`src/rtl/implode_arbiter.sv`:
```
// Round-robin arbiter granting NUM_REQ hash lanes access to one shared implode loader/engine.
// Optional WAIT_DONE watchdog is compiled in with IMPLODE_ARB_WATCHDOG_EN.
module implode_arbiter #(
    parameter int NUM_REQ        = 4,
    parameter int nonce_width    = 7,
    parameter int TIMEOUT_CYCLES = 4096
) (
    input  logic                           clk,
    input  logic                           rstn,
    input  logic [NUM_REQ-1:0]             i_req,
    input  logic [NUM_REQ*nonce_width-1:0] i_nonce,
    output logic [NUM_REQ-1:0]             o_grant,
    output logic [nonce_width-1:0]         o_nonce,
    output logic                           o_nonce_valid,
    input  logic                           i_ready,
    input  logic                           i_implode_done,
    output logic [NUM_REQ-1:0]             o_done,
    output logic                           o_busy,
    output logic                           o_timeout
);
    localparam int PTR_W = (NUM_REQ > 1) ? $clog2(NUM_REQ) : 1;

    typedef enum logic [1:0] {IDLE, ISSUE, WAIT_DONE, RELEASE} state_t;

    state_t                 state_q, state_d;
    logic [PTR_W-1:0]       rr_ptr_q, rr_ptr_d;
    logic [NUM_REQ-1:0]     grant_q, grant_d;
    logic [NUM_REQ-1:0]     done_q, done_d;
    logic [nonce_width-1:0] nonce_q, nonce_d;
    logic                   valid_q, valid_d;
    logic                   busy_q, busy_d;
    logic                   wd_expire;

    logic                   found;
    logic [PTR_W-1:0]       sel;
    int                     rr_idx;

`ifdef IMPLODE_ARB_WATCHDOG_EN
    localparam int CNT_W = $clog2(TIMEOUT_CYCLES + 1);
    logic [CNT_W-1:0] wd_cnt_q, wd_cnt_d;
    logic             timeout_q, timeout_d;
    assign wd_expire = (wd_cnt_q == CNT_W'(TIMEOUT_CYCLES - 1));
`else
    assign wd_expire = 1'b0;
`endif

    // First requesting lane at or after rr_ptr, wrapping past NUM_REQ-1 to lane 0.
    always_comb begin
        found  = 1'b0;
        sel    = '0;
        rr_idx = 0;
        for (int i = 0; i < NUM_REQ; i++) begin
            rr_idx = int'(rr_ptr_q) + i;
            if (rr_idx >= NUM_REQ) rr_idx = rr_idx - NUM_REQ;
            if (!found && i_req[rr_idx]) begin
                found = 1'b1;
                sel   = PTR_W'(rr_idx);
            end
        end
    end

    always_comb begin
        state_d  = state_q;
        rr_ptr_d = rr_ptr_q;
        grant_d  = grant_q;
        nonce_d  = nonce_q;
        valid_d  = 1'b0;
        done_d   = '0;
`ifdef IMPLODE_ARB_WATCHDOG_EN
        wd_cnt_d  = '0;
        timeout_d = 1'b0;
`endif
        case (state_q)
            IDLE: begin
                if (found) begin
                    state_d  = ISSUE;
                    grant_d  = NUM_REQ'(1) << sel;
                    nonce_d  = i_nonce[int'(sel)*nonce_width +: nonce_width];
                    rr_ptr_d = (sel == PTR_W'(NUM_REQ - 1)) ? '0 : sel + PTR_W'(1);
                    valid_d  = 1'b1;
                end
            end
            ISSUE: begin
                if (i_ready) state_d = WAIT_DONE;
                else         valid_d = 1'b1;
            end
            WAIT_DONE: begin
                // A real done in the expiry cycle wins over the watchdog.
                if (i_implode_done || wd_expire) begin
                    state_d = RELEASE;
                    done_d  = grant_q;
`ifdef IMPLODE_ARB_WATCHDOG_EN
                    timeout_d = !i_implode_done;
`endif
                end else begin
`ifdef IMPLODE_ARB_WATCHDOG_EN
                    wd_cnt_d = wd_cnt_q + CNT_W'(1);
`endif
                end
            end
            RELEASE: begin
                state_d = IDLE;
                grant_d = '0;
            end
            default: state_d = IDLE;
        endcase
        busy_d = (state_d != IDLE);
    end

    always_ff @(posedge clk or negedge rstn) begin
        if (!rstn) begin
            state_q  <= IDLE;
            rr_ptr_q <= '0;
            grant_q  <= '0;
            nonce_q  <= '0;
            valid_q  <= 1'b0;
            done_q   <= '0;
            busy_q   <= 1'b0;
`ifdef IMPLODE_ARB_WATCHDOG_EN
            wd_cnt_q  <= '0;
            timeout_q <= 1'b0;
`endif
        end else begin
            state_q  <= state_d;
            rr_ptr_q <= rr_ptr_d;
            grant_q  <= grant_d;
            nonce_q  <= nonce_d;
            valid_q  <= valid_d;
            done_q   <= done_d;
            busy_q   <= busy_d;
`ifdef IMPLODE_ARB_WATCHDOG_EN
            wd_cnt_q  <= wd_cnt_d;
            timeout_q <= timeout_d;
`endif
        end
    end

    assign o_grant       = grant_q;
    assign o_nonce       = nonce_q;
    assign o_nonce_valid = valid_q;
    assign o_done        = done_q;
    assign o_busy        = busy_q;
`ifdef IMPLODE_ARB_WATCHDOG_EN
    assign o_timeout     = timeout_q;
`else
    assign o_timeout     = 1'b0;
`endif

endmodule

```
`config.mk`:
```
export PLATFORM = sky130hd
export DESIGN_NAME = implode_arbiter
export DESIGN_NICKNAME = d
export VERILOG_FILES = /design/src/rtl/implode_arbiter.sv
export SDC_FILE = /design/constraint.sdc
export NUM_CORES = 1
export LEC_CHECK = 0
export ABC_AREA = 0
export CORE_MARGIN = 2
export CORE_UTILIZATION = 25
export DETAILED_ROUTE_END_ITERATION = 16
export PLACE_DENSITY = 0.59
export SLEW_MARGIN = 20
export SYNTH_ARGS = -nofsm -noshare
export SYNTH_HDL_FRONTEND = slang
export SYNTH_SLANG_ARGS = --single-unit
```
`constraint.sdc`:
```
create_clock -name clk -period 2.8 [get_ports clk]
set_input_delay 0.28 -clock clk [delete_from_list [all_inputs] [get_ports clk]]
set_output_delay 0.28 -clock clk [all_outputs]
set_load 0.005 [all_outputs]
```
==> results.txt <==
Latest figures from synthesis and place and route.

The met1 track demand over resource in global routing is 0.137. The most common logic cells in the final layout are sky130_fd_sc_hd__clkdlybuf4s50_1 (51), sky130_fd_sc_hd__dfrtp_1 (21), sky130_fd_sc_hd__nand2_1 (17), sky130_fd_sc_hd__mux2i_1 (14). The power in combinational cells is 0.677 mW. The final max-slew violation count recorded for this run is 0. The via count of the first global-routing pass is 1,057. The combinational share of cell area is 0.305. On met3, the global router reports a usage of 0.0231.

In the per-layer breakdown of the detailed-route log, met1 shows 1220 um. The distinct cell type count after synthesis is 29. Among all cell types in the netlist, the one instantiated most often is sky130_fd_sc_hd__dfrtp_1. met2 track demand over resource after global routing is 0.231. Hold timing on the final database bottoms out at a slack of -0.0325 ns. The endpoint of the most critical setup path is o_nonce[2].

The count of endpoints failing hold in the final timing report is 21. The x dimension of the die is 70.5 um. The sequential fraction of the synthesis area is 0.475. After synthesis, the cell types taking the most area are sky130_fd_sc_hd__dfrtp_1 (48%), sky130_fd_sc_hd__mux2i_1 (13%), sky130_fd_sc_hd__nand2_1 (5.8%). The flow reports an fmax of 517 MHz. The area taken by multi-input combinational cells is reported as 519 um2. The critical path startpoint category is an input port. The flow ran to the end, but the final reports show violations. The first global-routing pass estimated 4840 um of wire. Per the post-synthesis stats, the area per cell is 9.96 um2. The number of clock buffers in the layout is 3.

Yosys reports that the most numerous cell types are sky130_fd_sc_hd__dfrtp_1 (21), sky130_fd_sc_hd__nand2_1 (17), sky130_fd_sc_hd__mux2i_1 (14). The prevailing logic family in the synthesized netlist is AND-OR/OR-AND gates. The overall routing resource usage is 0.121. After layout, the buffer instance count without clock buffers stands at 53. The xor and xnor fraction of the mapped netlist area is 0.

The synthesized netlist has a Yosys-reported chip area of 0.00111 mm2. Setup repair after global routing left no endpoint under its margin. The count of flip-flops with a built-in enable after synthesis is 0. Setup slack on the worst path after placement came out at 0.584 ns. The minimum setup slack in the final design is 0.867 ns.

The number of clock sinks is 21. The pre-antenna-repair detailed-routing pass consisted of 4 iterations. The net switching power in the latest report is 0.515 mW. The post-route core utilization is 0.396. Across the whole layout, storage elements account for 526 um2. The report puts the hold buffer count at CTS at 0. The sequential power is 0.535 mW. The power report attributes to the combinational group a share of 0.480. For this design, Yosys synthesis ends with a cell count of 111. STA classifies the critical path endpoint as a register. The post-cts resize count is 0. The clock tree cell share of total cell area is 0.0272. The leading area contributor after synthesis is sky130_fd_sc_hd__dfrtp_1.

The fraction of layout instances using a drive strength above 1 is 0.0491. By area, the class that comes first in the final layout consists of flip-flops and latches. The fraction of the mapped netlist area in adder cells is 0.0113.

The number of setup violations in the final report is 0. Broken down by cell family, the worst path's largest delay share belongs to buffers and inverters. Post-synth the commonest register cell is sky130_fd_sc_hd__dfrtp_1. The number of flip-flops in the largest register is 7. The total grt overflow is 0. The top cell type in the final layout, fill and taps aside, is sky130_fd_sc_hd__clkdlybuf4s50_1. The routed design shows a via density per instance of 4.79. The final RePlAce weighted congestion is 0.752. Total power for the finished layout comes to 1.41 mW. The routed wire length on met3 is 189 um. The detailed router placed 1,029 vias in this run. In the floorplan report the effective utilization is 0.258.

The final reports fail on negative hold slack. In this run the maximum-capacitance check reported violations numbering 0. In the routed design, unresolved DRC markers number 0.

The maximum net fanout on the critical path is 10. Looking at the reg2reg group, the worst path ends at o_nonce[2]. The number of antenna violations at the first check in global routing was 0. The placeable core region is 0.00429 mm2.

The path length in cells of the critical path is 7. Of all power groups, the one with the highest power is combinational cells. Among all stages on the critical path, the maximum delay recorded is 0.46 ns. The top-level I/O count is 54. Per the synthesis report, the simple-gate share of the synthesized area is 0.157. The routed length per instance is 13.6 um.

The layout report lists the non-clock buffer share of cell area as 0.307. The instance count of the mapped netlist is 111. The instance count after placement with tap cells included is 211. The slowest stage cell on the critical path is sky130_fd_sc_hd__clkdlybuf4s50_1. The fraction of the mapped netlist area in compound gates is 0.171. Per the GRT log, the top usage layer is met2. The first routing iteration left 22 violations. The proportion of cell area occupied by registers is 0.309. The final period demand of the worst path is 1.93 ns. The mux contribution to synthesized area is 0.127. The post-synth register bit count is 21. The share of the synthesized area in the top cell type is 0.475.
Fig. 1: clock network drawn from the DEF
Scale: 8 px per um.
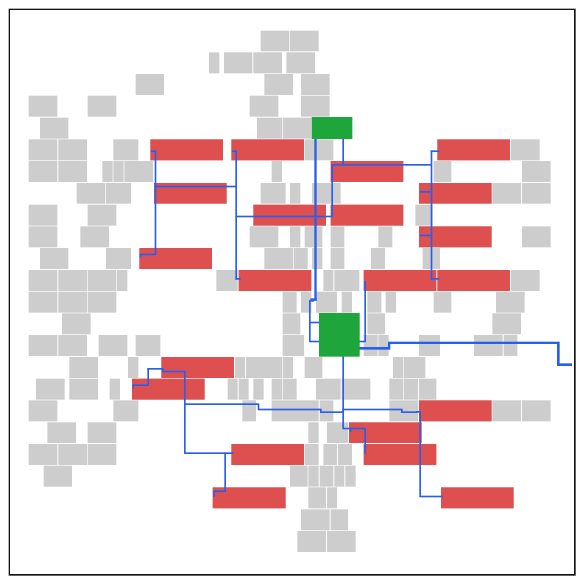
- clock drivers: green (count 3)
- clock wires: blue (length 273 um)
- flip-flops: red (count 21)
- routed clock nets: 4
Worst-Skew Late Latency: 0.26 ns
worst clock skew: 0.00173 ns
clock group power: 0.200 mW
clock network power share: 0.142

Fig. 2: floorplan with the power grid
Scale: 6 px per um. Pins as bars on the die edge.
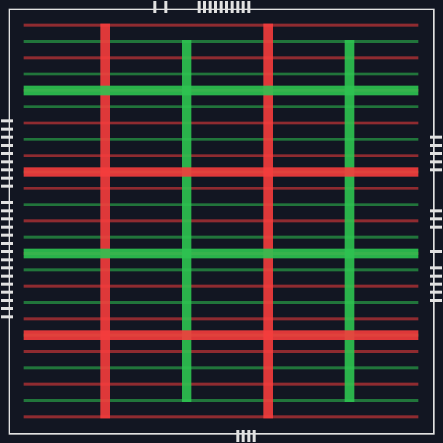
- VDD: green
- VSS: red
- signal pins: 54
- met1 rails: 25

Power is estimated from default activity; no workload was simulated.
